`src/rtl/mux_nbit_x4_rr.sv`:
```
// mux_nbit_x4_rr: 4:1 round-robin merge of valid/ready streams into one
// single-entry registered output stage.
//
// Ports:
//   clk                       sole clock, rising edge
//   reset                     synchronous active-high reset
//   a, b, c, d                source data, channels 0..3
//   a_valid .. d_valid        source word present
//   a_ready .. d_ready        source word accepted this cycle (combinational)
//   y                         merged output data (registered)
//   sel                       index of channel that produced y (registered)
//   y_valid                   y/sel hold a word (registered state)
//   y_ready                   sink accepts y this cycle
module mux_nbit_x4_rr #(
    parameter int unsigned BUS_WIDTH = 8
) (
    input  logic                 clk,
    input  logic                 reset,
    input  logic [BUS_WIDTH-1:0] a,
    input  logic [BUS_WIDTH-1:0] b,
    input  logic [BUS_WIDTH-1:0] c,
    input  logic [BUS_WIDTH-1:0] d,
    input  logic                 a_valid,
    input  logic                 b_valid,
    input  logic                 c_valid,
    input  logic                 d_valid,
    output logic                 a_ready,
    output logic                 b_ready,
    output logic                 c_ready,
    output logic                 d_ready,
    output logic [BUS_WIDTH-1:0] y,
    output logic [1:0]           sel,
    output logic                 y_valid,
    input  logic                 y_ready
);

    localparam int unsigned N_CH  = 4;
    localparam int unsigned IDX_W = 2;

    typedef enum logic {
        EMPTY = 1'b0,
        FULL  = 1'b1
    } state_e;

    state_e               state_q, state_d;
    logic [BUS_WIDTH-1:0] y_q, y_d;
    logic [IDX_W-1:0]     sel_q, sel_d;
    logic [IDX_W-1:0]     ptr_q, ptr_d;

    logic [N_CH-1:0]      valid_vec;
    logic [BUS_WIDTH-1:0] data_arr [N_CH];
    logic                 grant_found_c;
    logic [IDX_W-1:0]     grant_idx_c;
    logic                 load_en_c;
    logic [N_CH-1:0]      ready_c;

    assign valid_vec = {d_valid, c_valid, b_valid, a_valid};

    always_comb begin
        data_arr[0] = a;
        data_arr[1] = b;
        data_arr[2] = c;
        data_arr[3] = d;
    end

    // Round-robin search starting at ptr_q; 2-bit index arithmetic wraps 3 -> 0.
    always_comb begin
        grant_found_c = 1'b0;
        grant_idx_c   = '0;
        for (int unsigned k = 0; k < N_CH; k++) begin
            if (!grant_found_c && valid_vec[ptr_q + IDX_W'(k)]) begin
                grant_found_c = 1'b1;
                grant_idx_c   = ptr_q + IDX_W'(k);
            end
        end
    end

    // Output stage can take a word when empty or being drained this cycle.
    assign load_en_c = (state_q == EMPTY) || y_ready;

    // Only the granted channel sees ready; reset suppresses all consumption.
    always_comb begin
        ready_c = '0;
        if (grant_found_c && load_en_c && !reset) begin
            ready_c = N_CH'(1) << grant_idx_c;
        end
    end

    assign a_ready = ready_c[0];
    assign b_ready = ready_c[1];
    assign c_ready = ready_c[2];
    assign d_ready = ready_c[3];

    // Next-state: load a granted word, or go empty when drained with nothing to take.
    always_comb begin
        state_d = state_q;
        y_d     = y_q;
        sel_d   = sel_q;
        ptr_d   = ptr_q;
        if (load_en_c) begin
            if (grant_found_c) begin
                state_d = FULL;
                y_d     = data_arr[grant_idx_c];
                sel_d   = grant_idx_c;
                ptr_d   = grant_idx_c + IDX_W'(1);
            end else begin
                state_d = EMPTY;
            end
        end
    end

    // State and output registers; reset overrides any load or drain.
    always_ff @(posedge clk) begin
        if (reset) begin
            state_q <= EMPTY;
            y_q     <= '0;
            sel_q   <= '0;
            ptr_q   <= '0;
        end else begin
            state_q <= state_d;
            y_q     <= y_d;
            sel_q   <= sel_d;
            ptr_q   <= ptr_d;
        end
    end

    assign y       = y_q;
    assign sel     = sel_q;
    assign y_valid = (state_q == FULL);

endmodule

```
`config.mk`:
```
export PLATFORM = sky130hd
export DESIGN_NAME = mux_nbit_x4_rr
export DESIGN_NICKNAME = d
export VERILOG_FILES = /design/src/rtl/mux_nbit_x4_rr.sv
export SDC_FILE = /design/constraint.sdc
export NUM_CORES = 1
export LEC_CHECK = 0
export CELL_PAD_IN_SITES_DETAIL_PLACEMENT = 0
export CELL_PAD_IN_SITES_GLOBAL_PLACEMENT = 1
export CORE_ASPECT_RATIO = 0.5
export CORE_MARGIN = 2
export CORE_UTILIZATION = 23
export DETAILED_ROUTE_END_ITERATION = 6
export GPL_TIMING_DRIVEN = 0
export HOLD_SLACK_MARGIN = 0.06
export PLACE_DENSITY_LB_ADDON = 0.2
export SYNTH_ARGS = -nofsm -noshare
export SYNTH_HDL_FRONTEND = slang
export SYNTH_SLANG_ARGS = --single-unit
```
`constraint.sdc`:
```
create_clock -name clk -period 1.7 [get_ports clk]
set_input_delay 0.34 -clock clk [delete_from_list [all_inputs] [get_ports clk]]
set_output_delay 0.34 -clock clk [all_outputs]
set_load 0.01 [all_outputs]
```
==> results.toml, run 1 <==
# yosys + openroad results
[drt]
dr.pass1.iters = 2
drc_errors = 0
highest_layer = "met3"
vias_per_cell = 4.60
drt_iter0_drc = 16
wl_met1_um = 1430

[place]
pre_cts_ws_ps = -1220
dp_hpwl_um = 1970
dp_cells = 189
gp_congestion = 0.724
placed_cell_area_um2 = 1490
port_buffers = 53

[critical_path]
r2r_start = "ptr_q[1]"
cp-end-kind = "output port"
cp-startpoint = "a_valid"
reg2regPathDepth = 8
crit_arrival_ps = 1620
path_max_fanout = 5
critPathKind = "input pin to output port"
r2r-end = "ptr_q[1]"
cp.depth = 8
path_cells = "clkdlybuf4s15_2 > a21oi_2 > o21a_1 > o22ai_2 > and2_4 > buf_12 > nor3b_4 > buf_2"

[cells_and_area]
syn_to_final_growth_pct = 109
buffers_excl_clock = 74
mostFrequentLayoutCell = "clkdlybuf4s50_1"
drive_above_1_share_pct = 38.5
comb_area_share_pct = 37.0
layout.nonclk_buf_share_pct = 41.7
n_all_inverters = 2
largest_reg_flops = 8
final-clk-cell-share_pct = 2.51
lay_top_cells = "clkdlybuf4s50_1, buf_4, dfxtp_1"
design.seq.count = 13
seq_area_um2 = 265

[cts]
cts-buffers-inserted = 3
htreeDepth = 1

[die]
die_y_um = 47.2
die_area_um2 = 4270
die_x_um = 90.4

[timing]
whs_ps = 413
min_period_ps = 1960
maxSlewHeadroom_pct = 78.2
max_freq_ghz = 0.509
setup_viol = 4
layout_setup_ws_ps = -263

[yosys]
postSynthSeqShare_pct = 30.3
top_cell = "mux2i_1"
top_area_cell = "dfxtp_1"
top_area_share_pct = 30.3
ys_cells = 85
top_logic_kind = "AND-OR/OR-AND gates"
common_cells = "mux2i_1, dfxtp_1, a221oi_2, o21bai_1, a21oi_1"
topCellsByArea = "dfxtp_1, mux2i_1, a221oi_2"
yosysWarnings = 0

[run_status]
violations = "negative setup slack"
status = "complete, but fails checks"

[flow_run]
warnings = 29
maxCapViolCount = 0

[global_routing]
grt_usage_pct = 13.7
grt_max_degree = 14
grt_pass1_vias = 946
grt_overflow = 0

[power_and_ir_drop]
vdd_drop_max_mv = 0.267
intPower_mw = 0.925
p_clk_share_pct = 20.6
power_top_consumer = "combinational logic"
pg_clk_mw = 0.275
pg_comb_mw = 0.688

[worst_hold_path]
worstHoldStart = "y_ready"
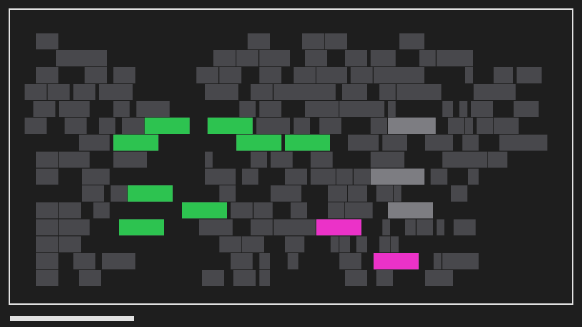
Figure 1: run 1, where the registers sit.
The bar under the picture is 20 um long. Other sequential cells in the stronger gray, the rest of the logic in the fainter gray.
Key: magenta = sel [placed flops 2]; green = y [placed flops 8]

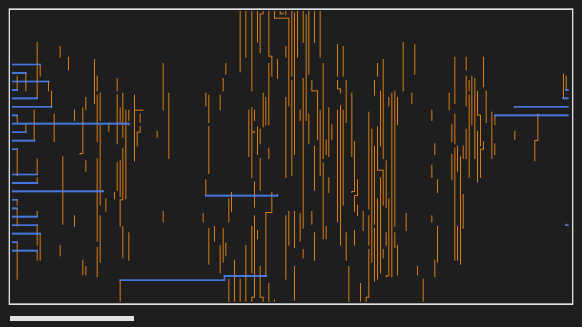
Figure 2: run 1, metal layers overlaid.
The bar under the picture is 20 um long. Two of the layers only.
Key: blue = M3 [wire length 146 um]; orange = M2 [wire length 1350 um]

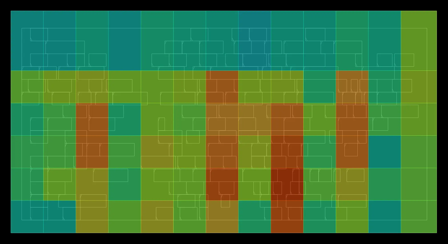
Figure 3: run 1, congestion heat map.
Routed WL per cell: 14.1 um
grt met2 use: 23.8%
met1 Resource Use GR: 17.6%
GRT Max-Usage Layer: met2

==> inputs of run 2 (changes only) <==
--- a/config.mk
+++ b/config.mk
@@ -10,6 +10,7 @@
 export CORE_ASPECT_RATIO = 0.5
 export CORE_MARGIN = 2
 export CORE_UTILIZATION = 23
+export CTS_CLUSTER_SIZE = 14
 export DETAILED_ROUTE_END_ITERATION = 6
 export GPL_TIMING_DRIVEN = 0
 export HOLD_SLACK_MARGIN = 0.06
==> run 2 against run 1 <==
  * Highest routed layer unchanged
  * The run still ends with negative setup slack left
  * Critical path type unchanged
  * Synthesized area unchanged
  * Non-clock buffer count unchanged
  * Sequential power hardly changed
  * Routed wire length stayed put
  * Clock skew is the same
  * Sequential share of layout area is the same
  * Largest cell class unchanged
  * First-iteration DRC count unchanged
  * Core utilization unchanged
  * Worst setup slack unchanged
  * Register-to-register slack hardly changed
  * Sequential cell count unchanged
==> results.toml, run 2 <==
# yosys + openroad results
[run_status]
status = "complete, but fails checks"
violations = "negative setup slack"

[worst_hold_path]
hold_path_depth = 4
worstHoldStart = "y_ready"

[timing]
min_period_ps = 1960
whs_ps = 413
setup_viol = 4
max_freq_ghz = 0.509
worst_pin_slew_ps = 325
rsz0062_at_grt = "yes"
setup_tns_ps = -889
final_hold_viol_count = 0
skew_ps = 3.19
layout_setup_ws_ps = -263
maxSlewHeadroom_pct = 78.2

[yosys]
top_area_cell = "dfxtp_1"
yosysWarnings = 0
mux_share_pct = 19.8
synth-seq-cells = 13
common_cells = "mux2i_1, dfxtp_1, a221oi_2, o21bai_1, a21oi_1"
synth_cells = 85
fa_ha_area_share_pct = 0
synth-main-ff-cell = "dfxtp_1"
top_cell = "mux2i_1"
synth.cell_area_um2 = 858
ys_cells = 85
topCellsByArea = "dfxtp_1, mux2i_1, a221oi_2"
ys_sh_xor_pct = 1.02
postSynthSeqShare_pct = 30.3
top_logic_kind = "AND-OR/OR-AND gates"
netlist-cell-type-count = 24
top_area_share_pct = 30.3
fp_nets = 124

[die]
top_level_ports = 54
placementRows = 15
die_y_um = 47.2
die_x_um = 90.4
die_area_um2 = 4270
taps = 51

[cells_and_area]
final_cell_area_um2 = 1790
design.seq.count = 13
syn_to_final_growth_pct = 109
comb_area_share_pct = 37.0
comb_cells = 63
fillers = 341
largest_reg_flops = 8
lay_top_cells = "clkdlybuf4s50_1, buf_4, dfxtp_1"
layout.nonclk_buf_share_pct = 41.7
nets = 196
mostFrequentLayoutCell = "clkdlybuf4s50_1"
drive_above_1_share_pct = 38.5
sh_seq_area_pct = 14.8
buffers_excl_clock = 74
seq_area_um2 = 265
clock_buffers = 4
n_all_inverters = 2
final-clk-cell-share_pct = 2.51

[critical_path]
path_max_fanout = 5
crit_arrival_ps = 1620
crit_path_end = "a_ready"
slowest_stage = "clkdlybuf4s15_2"
cp-end-kind = "output port"
cp-startpoint = "a_valid"
r2r-end = "ptr_q[1]"
required_ps = 1360
slowest_delay_ps = 260
critPathKind = "input pin to output port"
reg2regPathDepth = 8
crit_family = "buffers and inverters"
r2r_start = "ptr_q[1]"
cp.depth = 8
worst-path-buf-inv = 3
path_cells = "clkdlybuf4s15_2 > a21oi_2 > o21a_1 > o22ai_2 > and2_4 > buf_12 > nor3b_4 > buf_2"

[cts]
clk_pin_slew_ps = 60
cts_root_buffer = "clkbuf_8"
cts_hold_buf = 0
insertion_delay_ps = 240
htreeDepth = 1
numClockSinks = 13
cts_tree = "yes"
postCtsSetupBuffers = 15
cts-buffers-inserted = 3

[drt]
highest_layer = "met3"
drt_iter0_drc = 16
wl_met1_um = 1430
wirelength_um = 2930
wl_met3_um = 146
dr.pass1.iters = 2
wl_per_cell_um = 14.1
drc_errors = 0
vias_per_cell = 4.60
routed-wl-met2_um = 1350

[global_routing]
busiest_layer = "met2"
use_met2_pct = 23.8
grt_overflow = 0
grt_max_degree = 14
grt_pass1_vias = 946
use_met1_pct = 17.6
antenna_found_initial = 0

[power_and_ir_drop]
comb_power_share_pct = 51.5
p_sw_mw = 0.413
powerSeq_mw = 0.374
p_clk_share_pct = 20.6
powerDensity_nw_per_um2 = 746
intPower_mw = 0.925
pg_comb_mw = 0.688
power_top_consumer = "combinational logic"
pg_clk_mw = 0.275
swShare_pct = 30.8
pwr-share-seq_pct = 28.0
vdd_drop_max_mv = 0.267
total_power_mw = 1.34

[place]
pre_cts_ws_ps = -1220
dp_cells = 189
port_buffers = 53
gp_congestion = 0.724
dp_hpwl_um = 1970
placed_cell_area_um2 = 1490

[flow_run]
warnings = 29
maxCapViolCount = 0
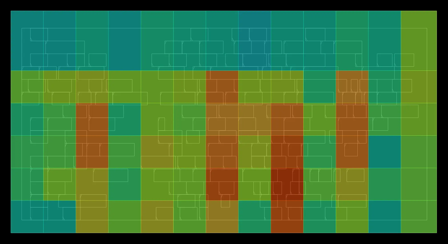
Figure 4: run 2, congestion heat map.
met3 usage: 4.33%
All-Layer GR Usage: 13.7%
final core utilization: 51.1%

Power figures rest on the tool's default switching activity, not on a simulated workload.
